## config.mk

```make
export PLATFORM = sky130hd
export DESIGN_NAME = pipe_trace_buffer
export DESIGN_NICKNAME = d
export VERILOG_FILES = /design/src/rtl/pipe_trace_buffer_pkg.sv /design/src/rtl/pipe_trace_buffer_trace_ram.sv /design/src/rtl/pipe_trace_buffer.sv
export SDC_FILE = /design/constraint.sdc
export NUM_CORES = 1
export LEC_CHECK = 0
export CAP_MARGIN = 20
export CELL_PAD_IN_SITES_DETAIL_PLACEMENT = 0
export CELL_PAD_IN_SITES_GLOBAL_PLACEMENT = 1
export CORE_ASPECT_RATIO = 0.6
export CORE_MARGIN = 5
export CORE_UTILIZATION = 50
export DETAILED_ROUTE_END_ITERATION = 10
export GPL_ROUTABILITY_DRIVEN = 0
export MAX_ROUTING_LAYER = met4
export PLACE_DENSITY = 0.83
export SYNTH_ARGS = -nofsm -noshare
export SYNTH_HDL_FRONTEND = slang
export SYNTH_SLANG_ARGS = --single-unit
```

## constraint.sdc

```tcl
create_clock -name d_clk -period 22.9 [get_ports d_clk]
set_input_delay 5.725 -clock d_clk [delete_from_list [all_inputs] [get_ports d_clk]]
set_output_delay 5.725 -clock d_clk [all_outputs]
set_load 0.02 [all_outputs]
```

## src/rtl/pipe_trace_buffer_pkg.sv

```systemverilog
// Shared widths and trace FSM state encodings for pipe_trace_buffer.
package pipe_trace_buffer_pkg;

  localparam int unsigned PC_WIDTH = 32;
  localparam int unsigned DWIDTH   = 32;
  localparam int unsigned IWIDTH   = 32;

  // TR_CAPTURE is used by the plain build; ARMED/POST/FROZEN by the trigger build.
  typedef enum logic [2:0] {
    TR_IDLE    = 3'd0,
    TR_CAPTURE = 3'd1,
    TR_ARMED   = 3'd2,
    TR_POST    = 3'd3,
    TR_FROZEN  = 3'd4
  } tr_state_e;

endpackage

```

## src/rtl/pipe_trace_buffer_trace_ram.sv

```systemverilog
// Trace storage: DEPTH x WIDTH array, one synchronous write port and one
// synchronous read port. A same-address read and write returns the old word.
module pipe_trace_buffer_trace_ram #(
  parameter int unsigned DEPTH = 16,
  parameter int unsigned WIDTH = 96
) (
  input  logic                     d_clk,
  input  logic                     d_rst,
  input  logic                     i_we,
  input  logic [$clog2(DEPTH)-1:0] i_waddr,
  input  logic [WIDTH-1:0]         i_wdata,
  input  logic                     i_re,
  input  logic [$clog2(DEPTH)-1:0] i_raddr,
  output logic [WIDTH-1:0]         o_rdata
);

  logic [WIDTH-1:0] r_mem [DEPTH];
  logic [WIDTH-1:0] r_rdata;

  // Write port; the array itself is not reset.
  always_ff @(posedge d_clk) begin
    if (i_we) begin
      r_mem[i_waddr] <= i_wdata;
    end
  end

  // Read port; holds its last value when no read is issued.
  always_ff @(posedge d_clk) begin
    if (d_rst) begin
      r_rdata <= '0;
    end else if (i_re) begin
      r_rdata <= r_mem[i_raddr];
    end
  end

  assign o_rdata = r_rdata;

endmodule

```

## src/rtl/pipe_trace_buffer.sv

```systemverilog
// Retire-trace capture buffer: circular store of {pc, instr, wb_data} with a
// 1-cycle-latency pop port, wrap/stop full policy and sticky overflow flag.
// Optional PC-match trigger/freeze enabled by defining TRACE_TRIGGER_EN.
module pipe_trace_buffer
  import pipe_trace_buffer_pkg::*;
#(
  parameter int unsigned PC_W  = PC_WIDTH,
  parameter int unsigned IW    = IWIDTH,
  parameter int unsigned DW    = DWIDTH,
  parameter int unsigned DEPTH = 16,
  parameter int unsigned WRAP  = 1,
  parameter int unsigned POST  = 4
) (
  input  logic                       d_clk,
  input  logic                       d_rst,
  input  logic                       d_i_ce,
  input  logic                       i_valid,
  input  logic [PC_W-1:0]            i_pc,
  input  logic [IW-1:0]              i_instr,
  input  logic [DW-1:0]              i_wb_data,
  input  logic                       i_rd_req,
  output logic                       o_rd_valid,
  output logic [PC_W-1:0]            o_rd_pc,
  output logic [IW-1:0]              o_rd_instr,
  output logic [DW-1:0]              o_rd_data,
  output logic [$clog2(DEPTH):0]     o_count,
  output logic                       o_empty,
  output logic                       o_full,
  output logic                       o_overflow
`ifdef TRACE_TRIGGER_EN
  ,
  input  logic [PC_W-1:0]            i_trig_pc,
  output logic                       o_frozen
`endif
);

  localparam int unsigned PTR_W = $clog2(DEPTH);
  localparam int unsigned EW    = PC_W + IW + DW;
  localparam bit          WrapEn = (WRAP != 0);

  // Elaboration-time parameter sanity.
  if (DEPTH < 2 || (DEPTH & (DEPTH - 1)) != 0) begin : g_bad_depth
    $error("pipe_trace_buffer: DEPTH must be a power of 2 and >= 2");
  end
  if (POST < 1 || POST >= DEPTH) begin : g_bad_post
    $error("pipe_trace_buffer: POST must be in 1..DEPTH-1");
  end

  logic [PTR_W-1:0] r_wr_ptr;
  logic [PTR_W-1:0] r_rd_ptr;
  logic [PTR_W:0]   r_count;
  logic             r_overflow;
  logic             r_rd_valid;
  tr_state_e        r_state;

  logic             w_empty;
  logic             w_full;
  logic             w_capture_ok;
  logic             w_push;
  logic             w_pop;
  logic             w_lost;
  logic             w_wr;
  logic             w_rd_adv;
  logic [EW-1:0]    w_rdata;

  assign w_empty      = (r_count == '0);
  assign w_full       = (r_count == (PTR_W + 1)'(DEPTH));
  // Never false in the plain build: only the trigger build reaches TR_FROZEN.
  assign w_capture_ok = (r_state != TR_FROZEN);
  assign w_push       = d_i_ce & i_valid & w_capture_ok;
  assign w_pop        = i_rd_req & ~w_empty;
  // A push into a full buffer with no simultaneous pop loses an entry.
  assign w_lost       = w_push & w_full & ~w_pop;
  assign w_wr         = w_push & (~w_full | w_pop | WrapEn);
  // In wrap mode the oldest entry is discarded by advancing the read pointer.
  assign w_rd_adv     = w_pop | (w_lost & WrapEn);

  pipe_trace_buffer_trace_ram #(
    .DEPTH (DEPTH),
    .WIDTH (EW)
  ) u_trace_ram (
    .d_clk   (d_clk),
    .d_rst   (d_rst),
    .i_we    (w_wr),
    .i_waddr (r_wr_ptr),
    .i_wdata ({i_pc, i_instr, i_wb_data}),
    .i_re    (w_pop),
    .i_raddr (r_rd_ptr),
    .o_rdata (w_rdata)
  );

  // Pointers, occupancy, sticky overflow and pop-valid pulse.
  always_ff @(posedge d_clk) begin
    if (d_rst) begin
      r_wr_ptr   <= '0;
      r_rd_ptr   <= '0;
      r_count    <= '0;
      r_overflow <= 1'b0;
      r_rd_valid <= 1'b0;
    end else begin
      if (w_wr) begin
        r_wr_ptr <= r_wr_ptr + 1'b1;
      end
      if (w_rd_adv) begin
        r_rd_ptr <= r_rd_ptr + 1'b1;
      end
      if (w_wr && !w_rd_adv) begin
        r_count <= r_count + 1'b1;
      end else if (!w_wr && w_pop) begin
        r_count <= r_count - 1'b1;
      end
      if (w_lost) begin
        r_overflow <= 1'b1;
      end
      r_rd_valid <= w_pop;
    end
  end

`ifdef TRACE_TRIGGER_EN
  logic [PTR_W-1:0] r_post_cnt;

  // Trigger FSM: arm, count POST entries after the match, then freeze.
  always_ff @(posedge d_clk) begin
    if (d_rst) begin
      r_state    <= TR_IDLE;
      r_post_cnt <= '0;
    end else begin
      unique case (r_state)
        TR_IDLE, TR_ARMED: begin
          if (w_push && (i_pc == i_trig_pc)) begin
            r_state    <= TR_POST;
            r_post_cnt <= PTR_W'(POST);
          end else if (d_i_ce) begin
            r_state <= TR_ARMED;
          end
        end
        TR_POST: begin
          if (w_push) begin
            if (r_post_cnt == PTR_W'(1)) begin
              r_state <= TR_FROZEN;
            end
            r_post_cnt <= r_post_cnt - 1'b1;
          end
        end
        TR_FROZEN: r_state <= TR_FROZEN;
        default:   r_state <= TR_IDLE;
      endcase
    end
  end

  assign o_frozen = (r_state == TR_FROZEN);
`else
  // Capture FSM: tracks whether capture is enabled.
  always_ff @(posedge d_clk) begin
    if (d_rst) begin
      r_state <= TR_IDLE;
    end else begin
      r_state <= d_i_ce ? TR_CAPTURE : TR_IDLE;
    end
  end
`endif

  assign o_rd_valid = r_rd_valid;
  assign o_rd_pc    = w_rdata[EW-1 -: PC_W];
  assign o_rd_instr = w_rdata[IW+DW-1 -: IW];
  assign o_rd_data  = w_rdata[DW-1:0];
  assign o_count    = r_count;
  assign o_empty    = w_empty;
  assign o_full     = w_full;
  assign o_overflow = r_overflow;

endmodule

```

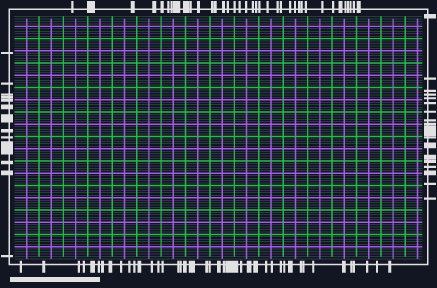
power_grid.png
Scale bar: 100 µm. Pins as bars on the die edge.
legend:
  VDD:
    color: green
  VSS:
    color: purple
met5 straps: 19
met1 rails: 100
met4 straps: 33
signal pins: 206

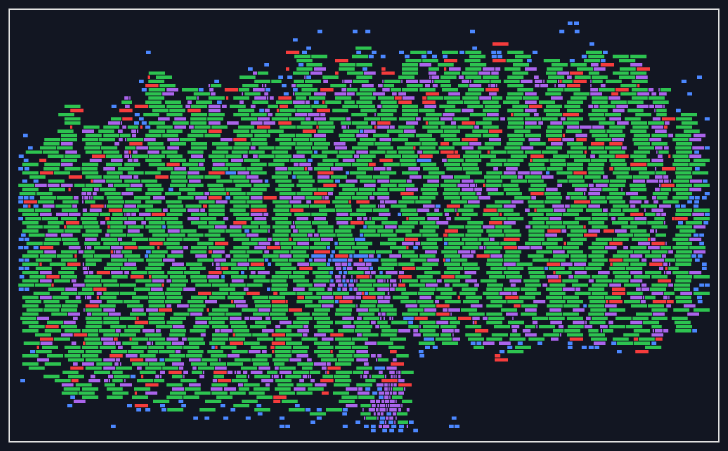
placement_by_type.png
legend:
  flops:
    color: green
    cells: 1647
    share_of_their_area: 71%
  combinational and other logic:
    color: purple
    cells: 870
    share_of_their_area: 19%
  other buffers and delay cells:
    color: blue
    cells: 259
    share_of_their_area: 3.8%
  clock drivers and dummy loads:
    color: red
    cells: 264
    share_of_their_area: 6.9%

==> report_table.html <==
<h2>Implementation results</h2>
<table>
<tr><th>Metric</th><th>Value</th></tr>
<tr><th colspan="2">Status</th></tr>
<tr><td>Result of the run</td><td>finished clean</td></tr>
<tr><th colspan="2">STA</th></tr>
<tr><td>Final Cycle Share</td><td>between 30% and 40%</td></tr>
<tr><td>Total count of hold-check failures in the final report</td><td>0</td></tr>
<tr><td>Skew final</td><td>32.21 ps</td></tr>
<tr><td>Post-route setup TNS</td><td>0 ps</td></tr>
<tr><th colspan="2">Cells and area</th></tr>
<tr><td>Layout clock buffer count</td><td>191</td></tr>
<tr><td>Buffers outside the clock class</td><td>approximately 260</td></tr>
<tr><th colspan="2">Global route</th></tr>
<tr><td>Pin count of the biggest net entering global routing</td><td>149</td></tr>
<tr><td>Initial antenna violation count</td><td>9</td></tr>
<tr><td>Routing layer with the top usage in global route</td><td>met2</td></tr>
<tr><th colspan="2">Drt</th></tr>
<tr><td>Total Wirelength</td><td>132100 µm</td></tr>
<tr><td>First-iteration detailed-routing DRC count</td><td>3254</td></tr>
<tr><td>Routed wirelength normalized by instance count</td><td>28.34 µm</td></tr>
<tr><td>Remaining design rule violation count</td><td>0</td></tr>
<tr><th colspan="2">Clock network</th></tr>
<tr><td>Source-to-sink clock delay at the later pin of the worst-skew pair</td><td>780 ps</td></tr>
<tr><td>Clk slew on worst S/H paths</td><td>60 ps</td></tr>
<tr><td>Number of clock buffers inserted by TritonCTS</td><td>142</td></tr>
<tr><td>Buffer levels on the longest clock path</td><td>3</td></tr>
<tr><th colspan="2">Synthesis</th></tr>
<tr><td>Share of the yosys chip area belonging to registers</td><td>between 70% and 80%</td></tr>
<tr><td>Async set-reset flop share out of synthesis</td><td>0%</td></tr>
<tr><td>FA/HA/MAJ Cells, Area Fraction</td><td>0.1948%</td></tr>
<tr><td>Tally of unique sky130hd cells used after synthesis</td><td>43</td></tr>
<tr><td>Share of Yosys cell area claimed by the top area cell type</td><td>between 70% and 80%</td></tr>
<tr><th colspan="2">Power and ir drop</th></tr>
<tr><td>Switching share of total power</td><td>25.01%</td></tr>
<tr><td>Pint</td><td>~5.3 mW</td></tr>
<tr><td>Leak pwr</td><td>21.14 nW</td></tr>
<tr><td>Power group with the highest consumption</td><td>sequential cells</td></tr>
<tr><td>Share of total power in combinational logic</td><td>between 10% and 20%</td></tr>
<tr><th colspan="2">Critical path</th></tr>
<tr><td>Buffer-and-inverter tally for the worst setup path</td><td>3</td></tr>
<tr><td>Critical setup path kind</td><td>input pin to register</td></tr>
<tr><td>Cells on worst reg2reg path</td><td>7</td></tr>
<tr><th colspan="2">Placement</th></tr>
<tr><td>Port Buffer Count</td><td>205</td></tr>
<tr><th colspan="2">Die</th></tr>
<tr><td>Chip area</td><td>between 100000 and 150000 µm²</td></tr>
</table>
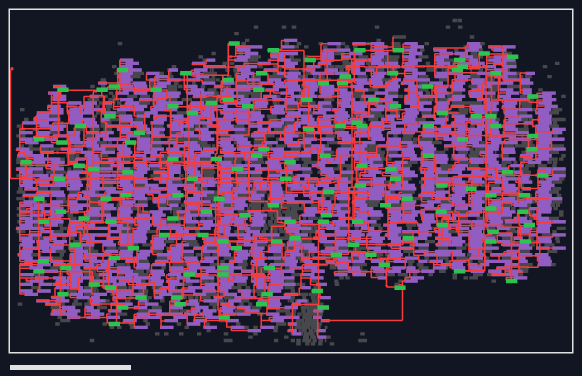
clk_routes.png
Scale bar: 100 µm.
legend:
  clock drivers:
    color: green
    count: 142
  flip-flops:
    color: purple
    count: 1647
  clock wires:
    color: red
    length: 17300 µm
routed clock nets: 143

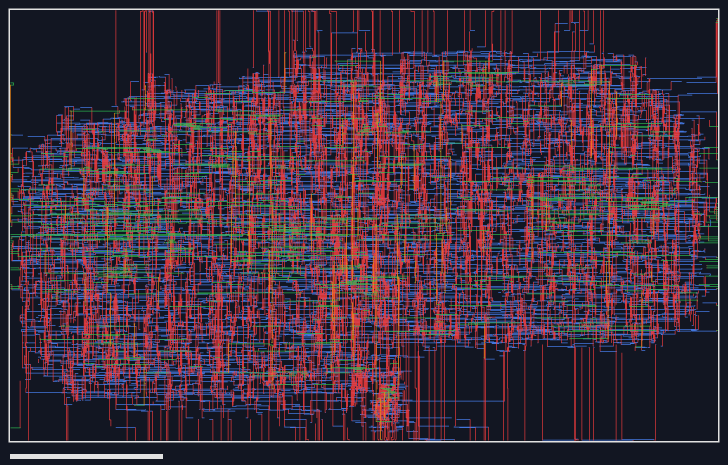
wires.png
Scale bar: 100 µm.
legend:
  metal 1:
    color: blue
    wire_length: 53.6 mm
  metal 4:
    color: orange
    wire_length: 2610 µm
  metal 2:
    color: red
    wire_length: 65.3 mm
  metal 3:
    color: green
    wire_length: 10600 µm

==> through the flow <==
stage	setup slack, ps	std cells	hold WS [ps]	total power, mW	cell area [µm²]
after floorplan	9410	2662	481.7	4.347	61670
after global placement	13740	4385	452.9	4.742	65560
after detailed placement	13710	4385	456.4	4.770	65560
after CTS	14500	4649	472.4	7.188	70280
after global routing	14320	4660	498.8	7.412	70470
final	14450	4660	465.8	7.128	70470
==> metal layers <==
metal,wire length (µm),share of wire (%)
met2,65270,49
met3,10620,8.0
met5,0,0
met1,53570,41
met4,2606,2.0
==> synthesized netlist by cell type, drive strengths merged (4+ instances only) <==
master / count
a21oi: 4
buf: 84
clkbuf: 61
dfxtp: 111
edfxtp: 1536
ha: 8
inv: 7
mux2i: 195
mux4: 384
nand2: 110
nor2: 26
nor3: 5
o221ai: 96
xnor2: 7
==> how the worst max path moves through the flow <==
stage                       from                                   to  slack [ps]  cells past startpoint
after floorplan           d_i_ce    u_trace_ram.r_mem[3][0]$_DFFE_PP_        9410                      4
after global placement    d_i_ce   u_trace_ram.r_mem[3][29]$_DFFE_PP_       13740                      6
after detailed placement  d_i_ce  u_trace_ram.r_mem[10][84]$_DFFE_PP_       13710                      6
after CTS                 d_i_ce  u_trace_ram.r_mem[10][66]$_DFFE_PP_       14500                      6
after global routing      d_i_ce   u_trace_ram.r_mem[9][11]$_DFFE_PP_       14320                      6
final                     d_i_ce  u_trace_ram.r_mem[11][57]$_DFFE_PP_       14450                      6
==> worst min-delay path: stages, from the launching register on <==
cell,delay [ps]
dfxtp_1,330
nand2_1,50
o221ai_1,50
==> registers in the layout, summed over array words and instances, names as in the netlist <==
register / count
o_count: 5
o_overflow: 1
o_rd_valid: 1
r_rd_ptr: 4
r_wr_ptr: 4
u_trace_ram.o_rdata: 96
u_trace_ram.r_mem: 1536
Power is estimated from default activity; no workload was simulated.
